<file path="config.mk">
export PLATFORM = sky130hd
export DESIGN_NAME = logic_unit_pipe
export DESIGN_NICKNAME = d
export VERILOG_FILES = /design/src/rtl/logic_unit_pkg.sv /design/src/rtl/logic_unit_stage.sv /design/src/rtl/logic_unit_pipe.sv
export SDC_FILE = /design/constraint.sdc
export NUM_CORES = 1
export LEC_CHECK = 0
export CAP_MARGIN = 10
export CORE_MARGIN = 2
export CORE_UTILIZATION = 30
export CTS_BUF_LIST = sky130_fd_sc_hd__clkbuf_4
export DETAILED_ROUTE_END_ITERATION = 16
export SLEW_MARGIN = 20
export SYNTH_ARGS = -nofsm -noshare
export SYNTH_HDL_FRONTEND = slang
export SYNTH_HIERARCHICAL = 1
export SYNTH_SLANG_ARGS = --single-unit
</file>
<file path="constraint.sdc">
create_clock -name clk -period 1.65 [get_ports clk]
set_input_delay 0.495 -clock clk [delete_from_list [all_inputs] [get_ports clk]]
set_output_delay 0.495 -clock clk [all_outputs]
set_load 0.005 [all_outputs]
</file>
<file path="src/rtl/logic_unit_pkg.sv">
// Shared definitions for the pipelined bitwise logic unit.
package logic_unit_pkg;

    localparam int unsigned OP_W = 3;

    typedef logic [OP_W-1:0] op_t;

    localparam op_t OP_AND    = 3'b000;
    localparam op_t OP_OR     = 3'b001;
    localparam op_t OP_XOR    = 3'b010;
    localparam op_t OP_NAND   = 3'b011;
    localparam op_t OP_NOR    = 3'b100;
    localparam op_t OP_XNOR   = 3'b101;
    localparam op_t OP_PASS_A = 3'b110;
    localparam op_t OP_NOT_A  = 3'b111;

endpackage

</file>
<file path="src/rtl/logic_unit_stage.sv">
// One pipeline register: valid bit plus payload, advancing only when enabled.
module logic_unit_stage #(
    parameter int unsigned DW = 10
) (
    input  logic          clk,
    input  logic          rst_n,
    input  logic          en,
    input  logic          valid_in,
    input  logic [DW-1:0] data_in,
    output logic          valid_out,
    output logic [DW-1:0] data_out
);

    logic          valid_q;
    logic [DW-1:0] data_q;

    // Bubbles advance the valid bit but leave the payload untouched.
    always_ff @(posedge clk or negedge rst_n) begin
        if (!rst_n) begin
            valid_q <= 1'b0;
            data_q  <= '0;
        end else if (en) begin
            valid_q <= valid_in;
            if (valid_in) begin
                data_q <= data_in;
            end
        end
    end

    assign valid_out = valid_q;
    assign data_out  = data_q;

endmodule

</file>
<file path="src/rtl/logic_unit_pipe.sv">
// Pipelined multi-op bitwise logic unit with valid/ready flow control,
// result reductions and a wrapping hand-off counter.
module logic_unit_pipe
    import logic_unit_pkg::*;
#(
    parameter int unsigned WIDTH  = 8,
    parameter int unsigned STAGES = 2,
    parameter int unsigned CNT_W  = 8
) (
    input  logic             clk,
    input  logic             rst_n,
    input  logic             in_valid,
    output logic             in_ready,
    input  logic [WIDTH-1:0] a,
    input  logic [WIDTH-1:0] b,
    input  logic [OP_W-1:0]  op,
    output logic             out_valid,
    input  logic             out_ready,
    output logic [WIDTH-1:0] y,
    output logic             y_any,
    output logic             y_all,
    output logic [CNT_W-1:0] done_cnt
);

    // Payload layout: {y_all, y_any, y}
    localparam int unsigned DW = WIDTH + 2;

    function automatic logic [WIDTH-1:0] op_eval(input op_t sel, input logic [WIDTH-1:0] x,
                                                 input logic [WIDTH-1:0] z);
        logic [WIDTH-1:0] r;
        r = '0;
        unique case (sel)
            OP_AND:    r = x & z;
            OP_OR:     r = x | z;
            OP_XOR:    r = x ^ z;
            OP_NAND:   r = ~(x & z);
            OP_NOR:    r = ~(x | z);
            OP_XNOR:   r = ~(x ^ z);
            OP_PASS_A: r = x;
            OP_NOT_A:  r = ~x;
        endcase
        return r;
    endfunction

    logic             adv;
    logic [WIDTH-1:0] y_new;
    logic             stage_valid [STAGES+1];
    logic [DW-1:0]    stage_data  [STAGES+1];
    logic [CNT_W-1:0] done_cnt_q;

    assign y_new          = op_eval(op_t'(op), a, b);
    assign stage_valid[0] = in_valid;
    assign stage_data[0]  = {&y_new, |y_new, y_new};

    // Stall-all pipeline: every stage shares one enable.
    for (genvar i = 0; i < STAGES; i++) begin : g_stage
        logic_unit_stage #(
            .DW (DW)
        ) u_stage (
            .clk       (clk),
            .rst_n     (rst_n),
            .en        (adv),
            .valid_in  (stage_valid[i]),
            .data_in   (stage_data[i]),
            .valid_out (stage_valid[i+1]),
            .data_out  (stage_data[i+1])
        );
    end

    assign out_valid            = stage_valid[STAGES];
    assign {y_all, y_any, y}    = stage_data[STAGES];
    assign adv                  = !out_valid || out_ready;
    assign in_ready             = adv;

    always_ff @(posedge clk or negedge rst_n) begin
        if (!rst_n) begin
            done_cnt_q <= '0;
        end else if (out_valid && out_ready) begin
            done_cnt_q <= done_cnt_q + CNT_W'(1);
        end
    end

    assign done_cnt = done_cnt_q;

endmodule

</file>
==> flow_summary_export.csv <==
group,metric,value,unit
cells_and_area,final_layout_top_logic_cells,"52 x buf_4, 30 x dfrtp_1, 25 x mux2_4",
power,seq_power,1.07,mW
grt,grt_antenna_before_repair,0,
placed_design,placed_area,3151,µm²
power,total_power,2.971,mW
synthesis,async_reset_ff_share,100.0,%
grt,grt_max_degree,31,
worst_setup_path,cpMaxStageDelayCell,"or4b_4",
run_status,outcome,"complete, but fails checks",
die,core_area,7253,µm²
cells_and_area,final_area,3692,µm²
run_status,violations,"negative setup slack",
cells_and_area,inv_count,20,
synthesis,yosysCellCount,208,
power,pg_comb,1.52,mW
routing,ant_nets,0,
clock_network,clockBufferDepth,2,
worst_setup_path,cp.required,1.86,ns
cells_and_area,sh_comb_area,43.78,%
synthesis,aoi_share,8.879,%
final_timing,maxSlewViolCount,0,
synthesis,ys_chip_area,2255,µm²
synthesis,ys_sh_simple,10.43,%
worst_setup_path,path_buffers,3,
final_timing,min_period,2.187,ns
synthesis,ff_type,"dfrtp_1",
synthesis,yosysMostFrequentCell,"dfrtp_1",
worst_setup_path,cp-startpoint,"op[2]",
final_timing,hold_violations,0,
cells_and_area,dominant_cells,"combinational gates",
clock_network,cts_resized,120,
worst_setup_path,reg2reg_from,"g_stage[1].u_stage/valid_out$_DFFE_PN0P_",
grt,use_met1,15.75,%
synthesis,topCellsByArea,"dfrtp_1 33%, mux2_4 12%, ha_1 9.4%",
worst_setup_path,critical_path_class,"in -> reg",
cells_and_area,seq_share,20.33,%
synthesis,synth_area_per_cell,10.84,µm²
placed_design,finalWeightedCongestion,0.7707,
synthesis,yosysUniqueCellTypes,37,
synthesis,netlist_area,2255,µm²
cells_and_area,n_antenna_cell,0,
clock_network,clkLatencyLatePin,0.32,ns
clock_network,clk_pin_slew,0.09,ns
cells_and_area,seq_area,750.7,µm²
power,p_switching,0.9147,mW
routing,drc,0,
power,pwr-share-seq,36.0,%
synthesis,ys.warnings.count,6,
worst_setup_path,crit_path_cell_trace,"buf_8 -> buf_12 -> buf_6 -> and2_4 -> a2111o_1 -> a22oi_2 -> nor2_2 -> or4b_4 -> mux2_4",
grt,grt_pass1_vias,1907,
grt,grt_pass1_wl,8514,µm
cells_and_area,drive_gt1_share,56.96,%
final_timing,slew_headroom,79.35,%
final_timing,fin_setup_tns,-1.369,ns
die,nWellTaps,99,
final_timing,finalSetupViolCount,7,
cells_and_area,largest_reg_flops,20,
synthesis,synth-edff-count,0,
cells_and_area,comb_area,1617,µm²
final_timing,period_used_share,132.5,%
power,maxPowerGroup,"combinational logic",
cells_and_area,stdcell_count,415,
placed_design,dp_cells,377,
power,p_per_area,804.8,nW/µm²
final_timing,fin_ws,-0.5368,ns
power,ir_worst_vdd,0.2850,mV
worst_setup_path,worstPathArrival,2.39,ns
power,p_sw_share,30.78,%
grt,gr-max-usage-layer,"met2",
final_timing,fmax,457.3,MHz
worst_setup_path,cpPeakStageDelay,0.52,ns
synthesis,yosysTopAreaCell,"dfrtp_1",
worst_setup_path,critPathCaptureType,"flop",
routing,vias_per_cell,4.646,
grt,gr-total-overflow,0,
synthesis,fa_ha_area_share,9.434,%
die,fp_util,31.09,%
hold_path,whs_path_depth,1,
placed_design,dpl.hpwl,3412,µm
routing,wl_met1,2424,µm
cells_and_area,nNonClkBuffers,112,
routing,routed.top_layer,"met4",
power,p_leak,1.787,nW
synthesis,ys_ff,30,
clock_network,cts-root-buf,"clkbuf_4",
synthesis,yosys-top-cells-count,"30 x dfrtp_1, 19 x inv_1, 18 x mux2_4, 18 x mux2i_1, 17 x ha_1",
synthesis,ys_seq_share,33.30,%
clock_network,post-cts-setup-buffers,25,
placed_design,post-place-ws,-1.395,ns
worst_setup_path,reg2reg_slack,0.27,ns
hold_path,min_to,"g_stage[1].u_stage/data_out[7]$_DFFE_PN0P_",
die,chipArea,8225,µm²
worst_setup_path,reg2reg_depth,6,
worst_setup_path,regToRegEndpoint,"g_stage[0].u_stage/data_out[8]$_DFFE_PN0P_",
die,die_y,90.69,µm
final_timing,worst_pin_slew,0.3078,ns
worst_setup_path,critPathLaunchType,"input pin",
metal_density.png
Drawn at 4 px/µm. The die is cut into 18 by 18 equal tiles; dark purple is low, yellow is high, scaled to the fullest tile. Values are wire area over tile area, all layers added.
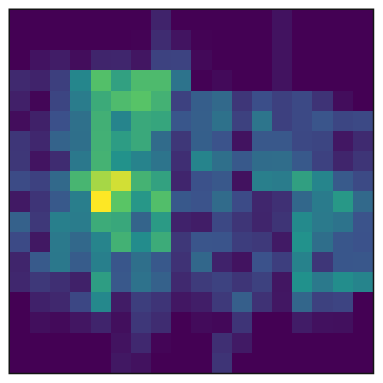
The emptiest ninth of the die: upper right. The mean over all tiles is 0.10. The fullest tile reaches 0.51. The densest ninth of the die: middle left. 11% of the tiles are over half the peak.
via count: 1928
Avg WL per Cell: 13.03 µm
gr usage total: 12.51%
Routed Wire Length: 5408 µm

clocks.png
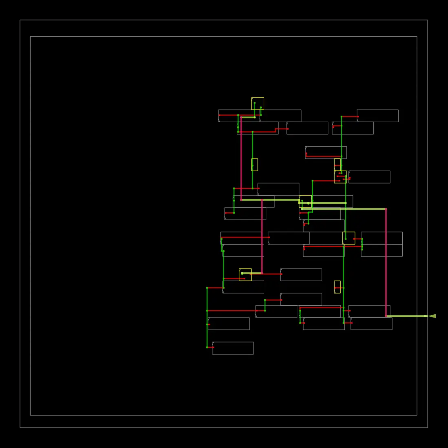
Num Clock Sinks: 30
sequential cell count: 30
Clock group: 0.384 mW
clkbuf count: 5

Power is estimated from default activity; no workload was simulated.
